**Signal wires by layer**

Bar = 50 um. Two of the layers only.
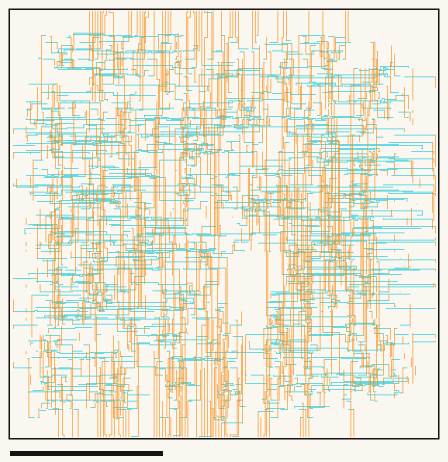
**Signal wires on met3**

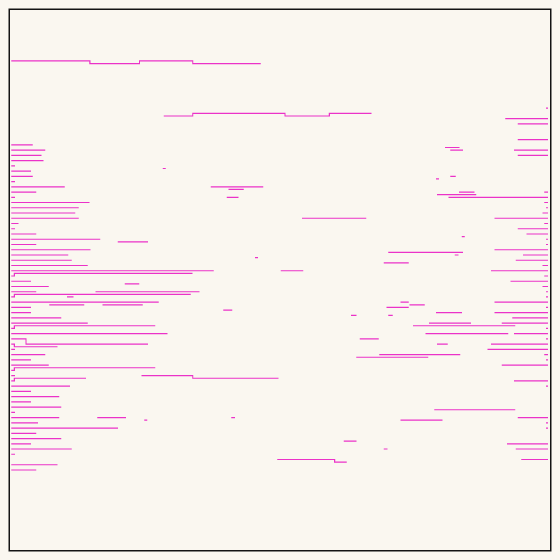
`config.mk`:
```
export PLATFORM = sky130hd
export DESIGN_NAME = lsu
export DESIGN_NICKNAME = d
export VERILOG_FILES = /design/src/rtl/decoder_pkg.sv /design/src/rtl/lsu_pkg.sv /design/src/rtl/lsu_load_align.sv /design/src/rtl/lsu.sv
export SDC_FILE = /design/constraint.sdc
export NUM_CORES = 1
export LEC_CHECK = 0
export ABC_AREA = 1
export CELL_PAD_IN_SITES_DETAIL_PLACEMENT = 0
export CELL_PAD_IN_SITES_GLOBAL_PLACEMENT = 1
export CORE_MARGIN = 5
export CORE_UTILIZATION = 29
export CTS_CLUSTER_DIAMETER = 30
export DETAILED_ROUTE_END_ITERATION = 6
export GPL_TIMING_DRIVEN = 0
export PLACE_DENSITY_LB_ADDON = 0.1
export SETUP_SLACK_MARGIN = 0.3
export SLEW_MARGIN = 20
export SYNTH_ARGS = -nofsm -noshare
export SYNTH_HDL_FRONTEND = slang
export SYNTH_SLANG_ARGS = --single-unit
export TNS_END_PERCENT = 100
```
`constraint.sdc`:
```
create_clock -name clk_i -period 1.51 [get_ports clk_i]
set_input_delay 0.151 -clock clk_i [delete_from_list [all_inputs] [get_ports clk_i]]
set_output_delay 0.151 -clock clk_i [all_outputs]
set_load 0.005 [all_outputs]
```
`src/rtl/decoder_pkg.sv`:
```
// Decoder-side constants shared with the execute stage.
// Only the load/store size codes are used by the LSU.
package decoder_pkg;

  localparam logic [2:0] LDST_B  = 3'd0;
  localparam logic [2:0] LDST_H  = 3'd1;
  localparam logic [2:0] LDST_W  = 3'd2;
  localparam logic [2:0] LDST_BU = 3'd4;
  localparam logic [2:0] LDST_HU = 3'd5;

endpackage

```
`src/rtl/lsu_pkg.sv`:
```
// Load/store unit types and helpers.
// Covers legality checking, byte-enable generation and store-lane replication.
package lsu_pkg;

  localparam int DATA_W = 32;

  typedef enum logic [1:0] {
    IDLE,
    REQ,
    DONE
  } lsu_state_t;

  // Size codes 3, 6 and 7 are never legal; halves and words must be naturally aligned.
  function automatic logic ldst_legal(input logic [2:0] size, input logic [1:0] addr);
    logic ok;
    case (size)
      decoder_pkg::LDST_B, decoder_pkg::LDST_BU: ok = 1'b1;
      decoder_pkg::LDST_H, decoder_pkg::LDST_HU: ok = ~addr[0];
      decoder_pkg::LDST_W:                       ok = (addr == 2'b00);
      default:                                   ok = 1'b0;
    endcase
    return ok;
  endfunction

  function automatic logic [3:0] ldst_be(input logic [2:0] size, input logic [1:0] addr);
    logic [3:0] be;
    case (size)
      decoder_pkg::LDST_B, decoder_pkg::LDST_BU: be = 4'b0001 << addr;
      decoder_pkg::LDST_H, decoder_pkg::LDST_HU: be = 4'b0011 << {addr[1], 1'b0};
      decoder_pkg::LDST_W:                       be = 4'b1111;
      default:                                   be = 4'b0000;
    endcase
    return be;
  endfunction

  function automatic logic [DATA_W-1:0] ldst_wdata(input logic [2:0] size,
                                                   input logic [DATA_W-1:0] wd);
    logic [DATA_W-1:0] w;
    case (size)
      decoder_pkg::LDST_B, decoder_pkg::LDST_BU: w = {4{wd[7:0]}};
      decoder_pkg::LDST_H, decoder_pkg::LDST_HU: w = {2{wd[15:0]}};
      default:                                   w = wd;
    endcase
    return w;
  endfunction

endpackage

```
`src/rtl/lsu_load_align.sv`:
```
// Extracts the addressed byte/half/word lane of a read word and
// sign- or zero-extends it to 32 bits.
module lsu_load_align
  import decoder_pkg::*;
(
  input  logic [31:0] word,
  input  logic [1:0]  addr,
  input  logic [2:0]  size,
  output logic [31:0] result
);

  logic signed [7:0]  byte_s;
  logic signed [15:0] half_s;

  always_comb begin
    byte_s = 8'(word >> {addr, 3'b000});
    half_s = addr[1] ? word[31:16] : word[15:0];
    result = '0;
    case (size)
      LDST_B:  result = 32'(byte_s);
      LDST_BU: result = {24'd0, byte_s};
      LDST_H:  result = 32'(half_s);
      LDST_HU: result = {16'd0, half_s};
      LDST_W:  result = word;
      default: result = '0;
    endcase
  end

endmodule

```
`src/rtl/lsu.sv`:
```
// Load/store unit: one outstanding access at a time, stalls the core until
// the memory port completes, then returns the extended load result.
module lsu
  import lsu_pkg::*;
(
  input  logic        clk_i,
  input  logic        rst_i,
  input  logic        core_req_i,
  input  logic        core_we_i,
  input  logic [2:0]  core_size_i,
  input  logic [31:0] core_addr_i,
  input  logic [31:0] core_wd_i,
  output logic [31:0] core_rd_o,
  output logic        core_stall_o,
  output logic        core_err_o,
  output logic        mem_req_o,
  output logic        mem_we_o,
  output logic [3:0]  mem_be_o,
  output logic [31:0] mem_addr_o,
  output logic [31:0] mem_wd_o,
  input  logic [31:0] mem_rd_i,
  input  logic        mem_ready_i
);

  lsu_state_t  state;
  logic        we_q;
  logic [2:0]  size_q;
  logic [31:0] load_data;

  lsu_load_align u_align (
    .word   (mem_rd_i),
    .addr   (mem_addr_o[1:0]),
    .size   (size_q),
    .result (load_data)
  );

  // The core must freeze in the very cycle its request appears.
  assign core_stall_o = core_req_i && (state != DONE);

  always_ff @(posedge clk_i) begin
    if (rst_i) begin
      state      <= IDLE;
      we_q       <= 1'b0;
      size_q     <= '0;
      core_rd_o  <= '0;
      core_err_o <= 1'b0;
      mem_req_o  <= 1'b0;
      mem_we_o   <= 1'b0;
      mem_be_o   <= '0;
      mem_addr_o <= '0;
      mem_wd_o   <= '0;
    end else begin
      case (state)
        IDLE: begin
          core_err_o <= 1'b0;
          if (core_req_i) begin
            we_q       <= core_we_i;
            size_q     <= core_size_i;
            mem_addr_o <= core_addr_i;
            mem_wd_o   <= ldst_wdata(core_size_i, core_wd_i);
            core_rd_o  <= '0;
            if (ldst_legal(core_size_i, core_addr_i[1:0])) begin
              state     <= REQ;
              mem_req_o <= 1'b1;
              mem_we_o  <= core_we_i;
              mem_be_o  <= ldst_be(core_size_i, core_addr_i[1:0]);
            end else begin
              state      <= DONE;
              core_err_o <= 1'b1;
            end
          end
        end
        REQ: begin
          if (mem_ready_i) begin
            state     <= DONE;
            mem_req_o <= 1'b0;
            mem_we_o  <= 1'b0;
            mem_be_o  <= '0;
            core_rd_o <= we_q ? '0 : load_data;
          end
        end
        DONE: begin
          // A request still asserted here belongs to the instruction just finished.
          state      <= IDLE;
          core_err_o <= 1'b0;
          core_rd_o  <= '0;
        end
        default: state <= IDLE;
      endcase
    end
  end

endmodule

```
==> ci_impl_report.md <==
## PnR job results

| Metric | Value |
|---|---|
| Status | completed |
| Die Ht | 140 um |
| Vias per inst | 4.84 |
| FF-to-FF End | core_rd_o[6] |
| Place WS | -0.316 ns |
| Number of port buffers | 206 |
| Post-synth top cells | nand2_1 (198), dfxtp_1 (109), a21oi_1 (87) |
| Final WS setup | 0.0902 ns |
| # DRC | 0 |
| CTS clk-pin slew, worst paths | 0.07 ns |
| Io pins | 208 |
| Mapped Cells | 699 |
| Post-synth top area cell | dfxtp_1 |
| Final Util | 55.9% |
| Initial antenna violation count | 1 |
| P_sw | 2.53 mW |
| Overall Power | 8.48 mW |
| VDD IR max | 0.563 mV |
| Register Area | 2230 um^2 |
| Pwr dens | 915 nW/um^2 |
| Non-filler cells, final | 1187 |
| Initial DRT Pass Iterations | 5 |
| Total track usage | 19.3% |
| Core ar. | 16600 um^2 |
| RSZ-0062 raised after global routing | yes |
| Synth top cell by count | nand2_1 |
| R2R Setup Slk | 0.09 ns |
| # nets final | 1065 |
| Die area | 19600 um^2 |
| Final instance area | 9270 um^2 |
| Dpl cell area | 7300 um^2 |
| First-pass GRT wire length | 30.0 mm |
| Initial DRC Count | 178 |
| Final Slew Violations | 0 |
| Area Overhead vs Synth | 89.0% |
| Yosys stat chip area | 4900 um^2 |
| Max-area cell share | 44.5% |
| GPL Wtd Cong | 0.865 |
| Seq pwr share | 37.9% |
| P_leak | 4.81 nW |
| Fillers | 1568 |
| Startpoint class of the critical path | register |
| Last element of the critical path | core_rd_o[6] |
| Root buffer cell | clkbuf_16 |
| Int Power | 5.95 mW |
| Clk_skew | 0.00806 ns |
| Switching part of the total power | 29.8% |
| Crit. End Element | register |
| Crit share post-route | 94.0% |
| Setup TNS | 0 ns |
| Fin. Hold Viols | 0 |
| Seq share, synth | 44.5% |
| Post-DP HPWL | 14.8 mm |
| Distinct lib cells | 30 |
| Vias in the first global route | 5457 |
| Setup violators final | 0 |
| Initial Utilization | 29.6% |
| Max Cap Viol | 0 |
| Tool warnings | 29 |
| Yosys cell count | 699 |
| Relative slew margins | 51.8% |
| Worst skew pair latency | 0.36 ns |
| Worst Hold Slack | 0.133 ns |
| Worst reg2reg path depth | 8 |
| Worst Setup SP | mem_addr_o[1] |
| Num rows | 47 |
| DRT antenna net count | 0 |
| Data arrival, critical path | 1.64 ns |
| DP Cell Count | 1125 |
| Sink Count | 109 |
| YS warnings | 0 |
| Average size of a mapped cell | 7.01 um^2 |
| Synth area leaders | dfxtp_1 (45%), nand2_1 (15%), a21oi_1 (8.9%), nor2_1 (5.7%), o21ai_0 (5.7%) |
| Share of cells above drive strength 1 | 29.5% |
| Post-synth regs | 109 |
| Worst-Margin Slew | 0.723 ns |
| Grt total ovfl | 0 |
| Post-synth EDFFs | 0 |
## Picture notes: 'signal wires by layer'
layer	color	wire length
metal 1	cyan	8140 um
metal 2	orange	10500 um

## Picture notes: 'signal wires on met3'
share of all routed wire	7.9%
nets with wire on the layer	139
wire length on this layer	1640 um
longest straight run	52.2 um
main direction	horizontal
Vias: 5740
Total Wirelength: 20.7 mm
GRT met3 Usage: 6.65%

-- how the worst min path moves through the flow --
stage | startpoint | end | slack [ns] | depth (start not counted)
3_3_place_gp | we_q | we_q | 0.45 | 2
3_5_place_dp | core_rd_o[5] | core_rd_o[5] | 0.45 | 2
4_1_cts | rst_i | mem_be_o[3] | 0.13 | 2
6_report | rst_i | mem_be_o[3] | 0.13 | 2
5_1_grt | rst_i | mem_be_o[3] | 0.15 | 2
2_1_floorplan | core_wd_i[29] | mem_wd_o[29] | 0.29 | 2
-- critical path: stages (launching register included) --
cell and delay (ns):
dfxtp_2 0.33, buf_6 0.13, buf_6 0.13, buf_8 0.12, or2_4 0.21, o211ai_1 0.09, nand3_1 0.12, nand2_1 0.10
a21oi_2 0.06
-- metal layers --
layer  wire [um]  vias to the layer above  GRT usage [%]
met4         444                        2           5.46
met5           7                        -              0
met3        1640                       32           6.65
met1        8140                     2713           22.6
li1            -                     2812              -
met2       10500                      181           33.7
-- repair_timing --
| item | in CTS | in global routing |
|---|---|---|
| cloned | 4 | 12 |
| buffers inserted | 13 | 16 |
| gates resized | 137 | 291 |
| endpoints found under the setup margin | 212 | 174 |
| pin swaps | 5 | 74 |
| hold buffers | 0 | 0 |
-- flip-flops by register name, summed over array words and instances, names as in the netlist --
signal,cells
mem_addr_o,32
mem_we_o,1
size_q,3
mem_be_o,4
mem_wd_o,32
core_rd_o,32
state,2
we_q,1
core_err_o,1
mem_req_o,1
-- cells by family after synthesis --
| logic type | after synthesis | share of synthesized area [%] |
|---|---|---|
| buffers and inverters | 83 | 8.50 |
| AND/OR/NAND/NOR | 343 | 29.4 |
| AND-OR/OR-AND | 164 | 17.6 |
| flip-flops | 109 | 44.5 |
-- area by class of cell --
| class | instances | area share, % |
|---|---|---|
| Antenna cell | 1 | 0.0270 |
| Timing Repair inverter | 1 | 0.0945 |
| Inverter | 39 | 1.80 |
| Clock inverter | 6 | 1.01 |
| Clock buffer | 10 | 2.58 |
| Tap cell | 220 | 2.97 |
| Sequential cell | 109 | 24.1 |
| Buffer | 44 | 5.02 |
| Timing Repair Buffer | 250 | 30.1 |
| Multi-Input combinational cell | 507 | 32.4 |
-- power by group through the flow --
stage / Combinational (mW) / Sequential (mW) / Clock [mW]
floorplan: 0.901 / 3.27 / 0
global placement: 1.92 / 3.25 / 0
detailed placement: 1.93 / 3.26 / 0
CTS: 2.09 / 3.20 / 2.74
global route: 2.80 / 3.24 / 2.86
finish: 2.61 / 3.22 / 2.66
-- cell usage in the layout (no fill, tap or decap), types with 4 or more instances in the layout --
master             n
buf_4             21
nand2_4           12
o21ai_1           11
or2_4              6
o22ai_1            6
buf_12             7
nand2_2           10
clkbuf_1           7
dfxtp_2           32
o21ai_2           31
o211ai_1           8
dlygate4sd2_1     40
nand2_1          180
buf_6             19
clkbuf_16         21
nor2_4            10
buf_8             13
nand3_1           33
inv_2              5
a21oi_4            8
o21ai_0           12
nor2_2            10
a21oi_2           32
clkdlybuf4s50_1  102
buf_2              4
dfxtp_1           75
nand3_2           13
dlymetal6s2s_1    63
inv_1             32
nor2_1            58
nand3_4            4
a21oi_1           50
Power and IR drop assume default switching activity.
